Fig. 1: run 1, layout detail
Region (14, 14) to (54, 54) µm. Cells in gray, sequential cells in the stronger gray; small squares are vias.
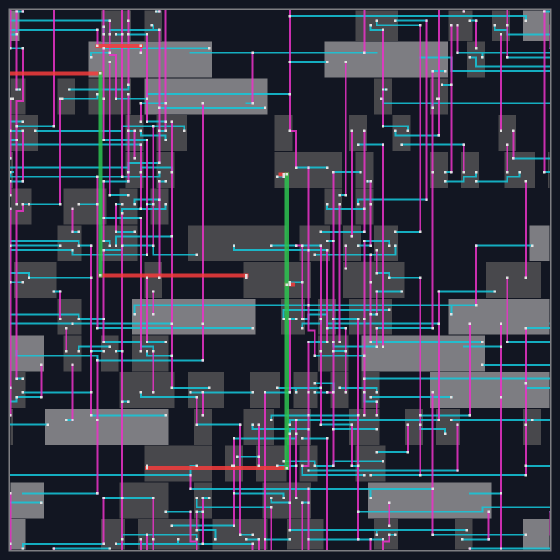
Fig. 2: run 1, placement view
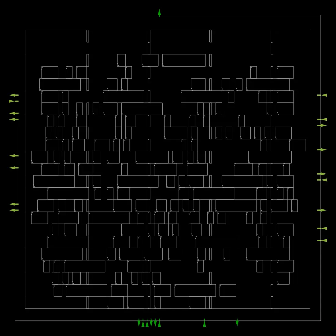
Fig. 3: run 1, routed metal, one color a layer
Drawn at 6 px/µm. Two of the layers only.
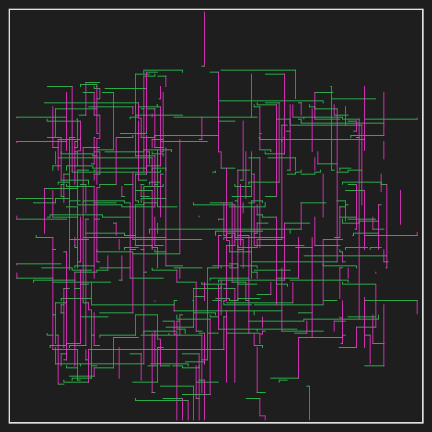
==> config.mk <==
export PLATFORM = sky130hd
export DESIGN_NAME = nn_phase_sequencer_flat
export DESIGN_NICKNAME = d
export VERILOG_FILES = /design/src/rtl/nn_phase_sequencer_pkg.sv /design/src/rtl/nn_phase_sequencer_if.sv /design/src/rtl/nn_phase_sequencer_counter.sv /design/src/rtl/nn_phase_sequencer.sv /design/src/flat_wrapper.sv
export SDC_FILE = /design/constraint.sdc
export NUM_CORES = 1
export LEC_CHECK = 0
export ABC_AREA = 1
export CAP_MARGIN = 20
export CELL_PAD_IN_SITES_DETAIL_PLACEMENT = 1
export CELL_PAD_IN_SITES_GLOBAL_PLACEMENT = 2
export CORE_MARGIN = 2
export CORE_UTILIZATION = 28
export DETAILED_ROUTE_END_ITERATION = 7
export PLACE_DENSITY = 0.87
export SYNTH_ARGS = -nofsm -noshare
export SYNTH_HDL_FRONTEND = slang
export SYNTH_SLANG_ARGS = --single-unit
==> constraint.sdc <==
create_clock -name clk -period 2.03 [get_ports clk]
set_clock_uncertainty 0.1 [all_clocks]
set_input_delay 0.406 -clock clk [delete_from_list [all_inputs] [get_ports clk]]
set_output_delay 0.406 -clock clk [all_outputs]
set_load 0.02 [all_outputs]
==> flow_metrics.tcl, run 1 <==
# implementation run metrics
set metrics [dict create \
    hold_ws_ns 0.3927 \
    syn_inst 145 \
    finalHoldViolations 0 \
    cts_resized 0 \
    seq_cells 21 \
    comb_area_um2 560.5 \
    fin_ws_ns 0.08189 \
    area_leaders "dfrtp_1 (36%), nand2_1 (16%), dfstp_2 (9.0%)" \
    grt_max_degree 22 \
    final_max_slew_viol_count 0 \
    ant_nets 0 \
    crit_cells 1 \
    period_used_pct 95.97 \
    grt_overflow 0 \
    yosysSeqAreaShare_pct 45.30 \
    worstPathArrival_ns 1.44 \
    run_status "finished, final reports clean" \
    synthesis.nets 157 \
    tritoncts.num_buffers 3 \
    port_buffers 25 \
    path_cells "clkdlybuf4s50_1" \
    xor_share_pct 3.739 \
    warnings 26 \
    clk_path_buf_depth 2 \
    rrSetupSlack_ns 0.47 \
    dp_worst_setup_slack_ns 0.04302 \
    synth.distinct_cells 26 \
    diodes 0 \
    synthMuxAreaShare_pct 0 \
    signal_buffers 28 \
    yosysChipArea_um2 1171 \
    fp.dieArea_um2 4716 \
    aoi_share_pct 4.701 \
]
-- Fig. 1 (at the start) --
legend:
  met4:
    color: green
  met3:
    color: red
  met2:
    color: magenta
  met1:
    color: cyan
sequential cells in the window: 9
most frequent: nand2_1 (23), dfrtp_1 (9)
cells with their middle in the window: 87

-- Fig. 2 (at the start) --
Fillers: 468
fin util: 38.57%

-- Fig. 3 (at the start) --
legend:
  met1:
    color: green
    wire_length: 1400 µm
  met2:
    color: magenta
    wire_length: 1580 µm
GRT Overall Usage: 15.77%
Avg WL per Cell: 13.82 µm
Vias: 1067
overall routed net length: 3109 µm

[run 1: Yosys cell counts (all sizes together), types with 2 or more instances]
master / n
dfstp: 4
nand3b: 3
nand4: 10
inv: 19
xor2: 5
nor3: 2
nor2: 7
o21ai: 6
ha: 2
a21oi: 2
nand2: 53
nand3: 10
dfrtp: 17
[run 1: report_power, final]
group / leakage [µW] / switching (µW) / internal [µW]
sequential: 0.000274 / 32.1 / 466
combinational: 0.000494 / 149 / 96.7
clock: 0.0000228 / 145 / 140
total: 0.000791 / 325 / 702
[run 1: layer usage]
| metal | up-vias | global-route usage (%) | wire [µm] |
|---|---|---|---|
| met5 | - | 0 | 0 |
| met4 | 0 | 5.250 | 36 |
| met3 | 5 | 3.084 | 100 |
| met2 | 22 | 26.92 | 1575 |
| met1 | 516 | 19.86 | 1396 |
| li1 | 524 | - | - |
--- run 2 (diff from run 1) ---
PLACE_DENSITY = 0.79   (was 0.87)
Fig. 4: run 2, placement view
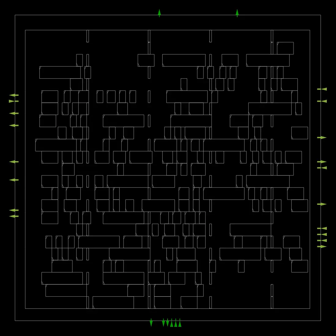
row count: 23
TAP cells: 50
flop share of the area: 34.36%
Non-Filler Instances: 225

Fig. 5: run 2, signal wires on met2
Drawn at 6 px/µm. Cells faint in the background.
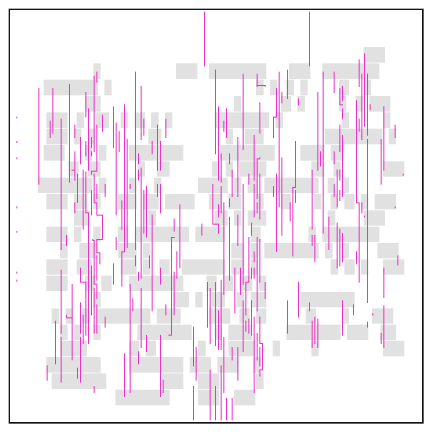
longest straight run: 29.6 µm
wire length on this layer: 1400 µm
nets with wire on the layer: 160
main direction: vertical
overall routed net length: 2874 µm
Vias: 1042
met2 Usage GRT: 26.20%

==> run 2 against run 1 <==
Net effect:
- synthesized cell count is the same
- hold slack barely moved
- wire length fell by 7.6%
- critical path type unchanged
- final cell count unchanged
- largest power group unchanged
- sequential share of layout area barely moved
- sequential power about the same
- core utilization is essentially flat
- maximum frequency grew 0.39%
==> flow_metrics.tcl, run 2 <==
# implementation run metrics
set metrics [dict create \
    run_status "finished, final reports clean" \
    period_used_pct 95.59 \
    port_buffers 25 \
    syn_inst 145 \
    synth.distinct_cells 26 \
    ys_top_cells_by_count "nand2_1 (50), dfrtp_1 (17), inv_1 (15), nand3_1 (10), nand4_1 (9)" \
    cts_resized 0 \
    grt_util_all_layers_pct 14.45 \
    final_max_slew_viol_count 0 \
    fin_ws_ns 0.08942 \
    diodes 0 \
    tritoncts.num_buffers 3 \
    wire_per_inst_um 12.77 \
    clk_path_buf_depth 2 \
    top_layer_used "met4" \
    grt_max_degree 22 \
    yosysSeqAreaShare_pct 45.30 \
    rrSetupSlack_ns 0.48 \
    yosysChipArea_um2 1171 \
    met1Wirelength_um 1352 \
    fin_util_pct 38.60 \
    area_leaders "dfrtp_1 (36%), nand2_1 (16%), dfstp_2 (9.0%)" \
    dr_wl_met2_um 1402 \
]
## run 2: cell counts after synthesis
Identical to the previous run, type by type.
## run 2: cell type report
cell class                 instances  area [µm²]
multi-input combinational        103       560.5
inverter                          19       71.32
clock buffer                       3       41.29
tap                               50       62.56
fill                             477        2456
sequential                        21       530.5
timing repair buffer              28       272.8
clock inverter                     1       5.005
## run 2: report_power, final
group | leakage [µW] | internal, µW | switching (µW) | total [µW]
Clock | 0.0000255 | 137 | 146 | 283
Combinational | 0.000494 | 96.8 | 148 | 244
Sequential | 0.000274 | 466 | 30.5 | 496
Total | 0.000794 | 699 | 324 | 1020
## run 2: metal layers
layer | track usage (%) | vias up
met2 | 26.20 | 18
met3 | 2.922 | 2
met4 | 3.000 | 0
met5 | 0 | -
li1 | - | 524
met1 | 17.52 | 498
--- run 3 (diff from run 2) ---
HOLD_SLACK_MARGIN = 0.06   (was not set)
Fig. 6: run 3, layout detail
Region (14, 14) to (54, 54) µm. Cells in gray, sequential cells in the stronger gray; small squares are vias.
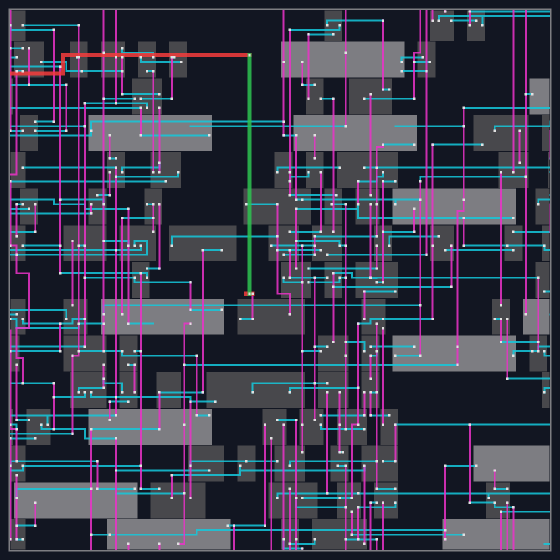

Fig. 7: run 3, placement view
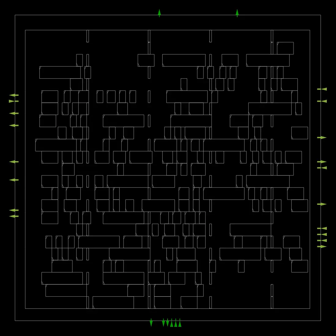
Fillers: 477
FFs & Latches: 21
fin util: 38.60%

==> run 3 against run 2 <==
Net effect:
- first-iteration DRC count stayed put
- non-clock buffer count stayed put
- combinational power hardly changed
- area after synthesis stayed put
==> flow_metrics.tcl, run 3 <==
# implementation run metrics
set metrics [dict create \
    p_seq_share_pct 48.5 \
    top_layer_used "met4" \
    cts_resized 0 \
    met1Wirelength_um 1352 \
    period_used_pct 95.59 \
    syn_inst 145 \
    fp.dieArea_um2 4716 \
    power_leader "sequential cells" \
    via_count 1042 \
    use_met2_pct 26.20 \
    met1_usage_pct 17.52 \
    final_max_slew_viol_count 0 \
    grt_overflow 0 \
    sw_frac_of_total_pct 31.69 \
    switching_power_uw 324.3 \
    run_status "finished, final reports clean" \
    hold_ws_ns 0.3923 \
    aoi_share_pct 4.701 \
    ant_nets 0 \
    synthMuxAreaShare_pct 0 \
    diodes 0 \
    yosysChipArea_um2 1171 \
    p_seq_uw 496 \
    fin_ws_ns 0.08942 \
    route.met3.wl_um 103 \
    synthesis.nets 157 \
    powerComb_uw 244 \
    grt_max_degree 22 \
    p_clk_uw 283 \
    warnings 26 \
    ys_top_cells_by_count "nand2_1 (50), dfrtp_1 (17), inv_1 (15), nand3_1 (10), nand4_1 (9)" \
    rrSetupSlack_ns 0.48 \
    power_frac_comb_pct 23.9 \
    path_cells "clkdlybuf4s50_1" \
    crit_cells 1 \
    dp_worst_setup_slack_ns 0.04501 \
    worstPathArrival_ns 1.43 \
]
-- run 3: cell type report --
| class | instances | area, µm² | area share (%) |
|---|---|---|---|
| multi-input combinational | 103 | 560.5 | 36.30 |
| tap | 50 | 62.56 | 4.052 |
| inverter | 19 | 71.32 | 4.619 |
| timing repair buffer | 28 | 272.8 | 17.67 |
| sequential | 21 | 530.5 | 34.36 |
| clock inverter | 1 | 5.005 | 0.3241 |
| clock buffer | 3 | 41.29 | 2.674 |
-- run 3: cell families (layout without fill, tap and decap cells) --
| kind of cell | Yosys count | count (layout) |
|---|---|---|
| compound gates | 10 | 10 |
| xor+xnor | 5 | 5 |
| fa+ha+maj | 2 | 2 |
| buf+inv | 21 | 51 |
| flops | 21 | 21 |
| simple gates | 86 | 86 |
Power and IR drop assume default switching activity.
